==> config.mk <==
export PLATFORM = sky130hd
export DESIGN_NAME = iccm_loader
export DESIGN_NICKNAME = d
export VERILOG_FILES = /design/src/rtl/iccm_loader_pkg.sv /design/src/rtl/iccm_loader_byte_packer.sv /design/src/rtl/iccm_loader.sv
export SDC_FILE = /design/constraint.sdc
export NUM_CORES = 1
export LEC_CHECK = 0
export CORE_MARGIN = 4
export CORE_UTILIZATION = 48
export CTS_CLUSTER_DIAMETER = 60
export DETAILED_ROUTE_END_ITERATION = 12
export MAX_ROUTING_LAYER = met4
export PLACE_DENSITY = 0.75
export REMOVE_ABC_BUFFERS = 1
export SLEW_MARGIN = 15
export SYNTH_ARGS = -nofsm -noshare
export SYNTH_HDL_FRONTEND = slang
export SYNTH_SLANG_ARGS = --single-unit
==> constraint.sdc <==
create_clock -name clk -period 2.44 [get_ports clk]
set_clock_uncertainty 0.15 [all_clocks]
set_input_delay 0.488 -clock clk [delete_from_list [all_inputs] [get_ports clk]]
set_output_delay 0.488 -clock clk [all_outputs]
set_load 0.01 [all_outputs]
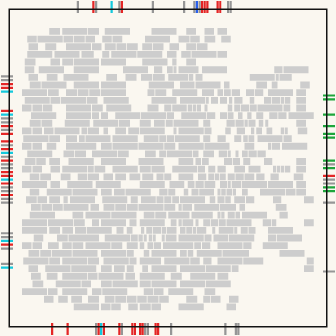
(images/pinout.png)
Pins as bars across the die edge, other pins in gray.
iccm_waddr -> green  # pins 10, direction output, edge east
iccm_wdata -> red  # pins 32, direction output, edge 13 west, 11 south, 7 north, 1 east
rx_ready -> blue  # pins 1, direction output, edge north
rx_data -> cyan  # pins 8, direction input, edge 6 west, 1 north, 1 south
vertical die dimension: 112 µm
Port Buf Inserts: 89
Die Span X: 112 µm

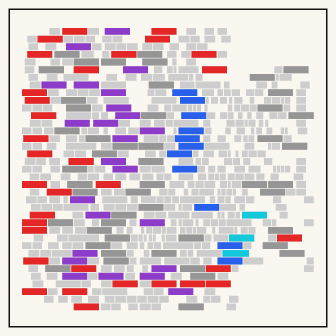
(images/ff_map.png)
Other sequential cells in the stronger gray, the rest of the logic in the fainter gray.
reset_vector -> red  # sequential cells 32
n_words_q -> blue  # sequential cells 11
state_q -> cyan  # sequential cells 3
u_packer.shift -> purple  # sequential cells 24
not colored = 49
power of the sequential group: 3.33 mW
final cell utilization of the core: 69.9%

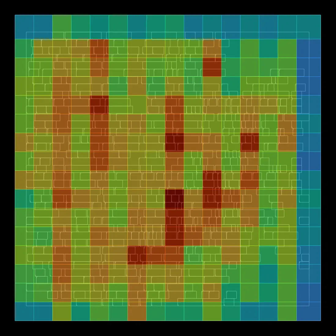
(images/congestion_map.png)
WL/cell: 18.9 µm
global routing usage summed across all routing layers: 21.6%
met3 track demand over resource: 4.91%

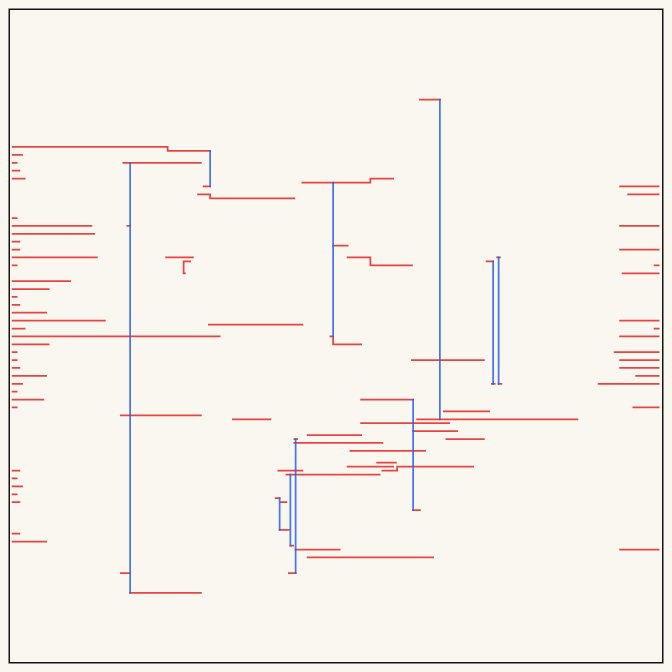
(images/layers.png)
Two of the layers only.
M3 -> red  # wire length 630 µm
M4 -> blue  # wire length 265 µm
vias: 3728
WL final: 12900 µm

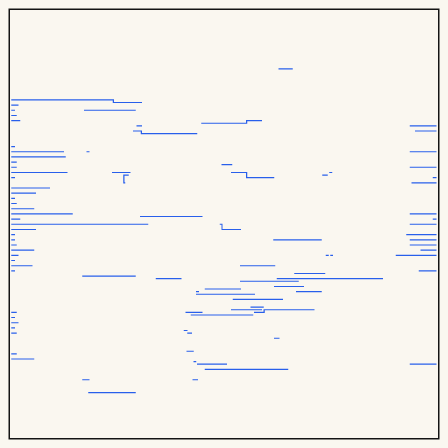
(images/m3.png)
longest straight run = 35.6 µm
main direction = horizontal
nets with wire on the layer = 74
wire length on this layer = 630 µm
share of all routed wire = 4.9%

==> results.rst <==
Synthesis and place-and-route
=============================

.. list-table::
   :header-rows: 1

   * - Metric
     - Value
   * - NumNets Final
     - 544
   * - Synthesized cell area
     - 5230 µm²
   * - Late-Pin Clk Latency
     - 0.52 ns
   * - Place WS
     - -0.0857 ns
   * - Top logic cell by instance count in the layout
     - dfrtp_1
   * - Minimum clock period
     - 2.53 ns
   * - Finished layout cell area
     - 7310 µm²
   * - Std cell rows
     - 37
   * - Final critical-path setup slack
     - -0.0901 ns
   * - Proportion of synthesized flip-flops having asynchronous set or reset
     - 100%
   * - Cell chosen for the clock root
     - clkbuf_8
   * - Mean instance size in the synthesized netlist
     - 13.2 µm²
   * - Status
     - complete, but fails checks
   * - Critical Path AT
     - 2.78 ns
   * - Cell count in the Yosys report
     - 396
   * - Count of distinct cell types in the synthesized netlist
     - 49
   * - Switching part of the total power
     - 30.8%
   * - Global-route wire length before repair
     - 21000 µm
   * - Share of cells above drive strength 1
     - 38.7%
   * - Cells after synthesis
     - 396
   * - Proportion of power drawn by the clock network
     - 27.4%
   * - Top-Level Pins
     - 90
   * - Tightest hold margin
     - 0.306 ns
   * - DRC errors left
     - 0
   * - PD cells
     - 1240 nW/µm²
   * - Hold Violations, Final
     - 0
   * - Cycle use final
     - 104%
   * - Final-report max-slew violation count
     - 0
   * - Top_reg_cell synth
     - dfrtp_1
   * - Detailed-placement wirelength estimate
     - 8440 µm
   * - Yosys warns
     - 0
   * - Number of synthesized register bits
     - 119
   * - Syn-to-layout area delta
     - 40.0%
   * - # placed instances
     - 641
   * - Critical setup path kind
     - flop to flop
   * - Final RePlAce weighted congestion
     - 0.840
   * - Detailed Route Iter0 Violations
     - 184
   * - Critical path startpoint category
     - flop
   * - OpenROAD warning count
     - 27
   * - F_max
     - 0.395 GHz
   * - Post-DR vias/cell
     - 5.49
   * - Number of detailed-routing iterations run before antenna repair
     - 4
   * - Max-cap violations
     - 0
   * - Via count of the first global-routing pass
     - 3915
   * - Total Negative Setup Slacks
     - -0.669 ns
   * - Post-synth seq share
     - 57.0%
   * - Count of placed standard cells in the final layout, fillers left out
     - 679
   * - Post-synth area from yosys stat
     - 5230 µm²
   * - Highest net fanout along the worst path
     - 5
   * - Worst Hold Class
     - input port to async pin
   * - Number of setup violations in the final report
     - 11
   * - CTS sink count
     - 119
   * - Static leakage
     - 3.31 nW
   * - Worst max-slew margin expressed relative to the limit
     - 70.8%
   * - Total grt overflow
     - 0
   * - Slew at the pin closest to its max-slew limit
     - 0.438 ns
   * - Most instantiated logic cells after routing
     - dfrtp_1 (118), mux2_2 (90), clkdlybuf4s50_1 (87)
   * - Number of antenna violations at the first check in global routing
     - 0
   * - Worst reg-to-reg setup slack
     - -0.09 ns
   * - Area contributors post-synth
     - dfrtp_1 (57%), mux2_2 (22%), xnor2_1 (2.0%)
   * - Cell Area, Placed
     - 6540 µm²
   * - Psw
     - 2.79 mW
   * - Maximum vdd drop
     - 783 µV
   * - Die area
     - 12600 µm²
   * - Area share, top type
     - 57.0%
   * - CTS tree
     - built
   * - Portion of total power attributed to combinational logic
     - 35.8%
   * - Clock-pin slew on the worst setup and hold paths
     - 0.06 ns
   * - Number of clock buffers inserted by TritonCTS
     - 17
   * - Count of inserted antenna diode cells
     - 0
   * - Count of flip-flops with a built-in enable after synthesis
     - 0
   * - Floorplan-stage core utilization
     - 50.0%
   * - Unrepaired setup endpoints after global routing
     - true
   * - Bufs on Longest Clock Path
     - 2
   * - Total number of H-tree levels
     - 4
   * - Largest area contributor in the netlist
     - dfrtp_1
   * - Violations in the final reports
     - setup timing
   * - Largest net degree at the start of global routing
     - 50
   * - Core area
     - 10500 µm²
   * - Cell count of the worst reg-to-reg path
     - 7
   * - Sequential group share of total power
     - 36.8%
   * - Nature of the critical path endpoint
     - flop
   * - Antenna Violating Nets Remaining
     - 0
   * - Overall Power
     - 9.04 mW
   * - Required @ worst endpoint
     - 2.68 ns
   * - Internal power
     - 6.25 mW
-- per-layer routing --
layer / share of wire (%) / global-route usage [%] / vias to the layer above
met5: 0 / - / -
met2: 50 / 34.8 / 123
li1: - / - / 1698
met3: 4.9 / 4.91 / 26
met1: 43 / 27.4 / 1881
met4: 2.1 / 6.97 / 0
-- synthesized netlist by cell type, drive strengths merged (2+ instances only) --
master / count
or3: 3
or2: 6
nor4: 7
nand4: 7
nor2: 13
and3: 6
nand3: 7
o21ai: 6
o31ai: 3
a21oi: 2
mux2: 100
nand2b: 4
inv: 6
xnor2: 12
buf: 13
nor3: 6
xor2: 9
nor4b: 3
a31oi: 4
nand2: 16
ha: 3
dfrtp: 119
or4: 7
a41oi: 2
clkbuf: 13
-- kinds of logic after synthesis --
logic type,Yosys count,synth area share [%]
XOR/XNOR,21,3.52
AND/OR/NAND/NOR,90,9.58
AND-OR/OR-AND,31,4.38
flip-flops,119,57.0
adder cells (fa/ha/maj),3,0.718
multiplexers,100,21.5
buffers and inverters,32,3.28
-- power groups by stage --
stage / registers [mW] / logic (mW) / clock network, mW
6_report: 3.33 / 3.23 / 2.48
5_1_grt: 3.45 / 3.46 / 2.62
4_1_cts: 3.31 / 3.22 / 2.51
3_5_place_dp: 3.30 / 3.12 / 0
3_3_place_gp: 3.26 / 3.05 / 0
2_1_floorplan: 3.51 / 1.04 / 0
-- cell type report --
cell class                      count  area [µm²]
Tap cell                          136         170
Fill cell                         747        3150
Sequential cell                   119        2980
Clock buffer                       17         414
Clock inverter                     15         180
Inverter                            6        22.5
Multi-Input combinational cell    245        2220
Timing Repair Buffer              141        1330
-- what timing repair did --
item                                    CTS  global route
endpoints found under the setup margin   13            14
pin swaps                                 6            13
setup buffers                             1             3
hold endpoints to repair                 27             0
cloned                                    1             0
resized                                  15            20
hold buffers                              1             0
-- critical path, stage by stage (launching register included) --
cell     delay [ns]
dfrtp_1        0.37
or4_4          0.55
nor4_4         0.21
buf_4          0.15
nand4_1        0.14
nor3_2         0.30
buf_4          0.23
mux2_4         0.31
Power and IR drop assume default switching activity.
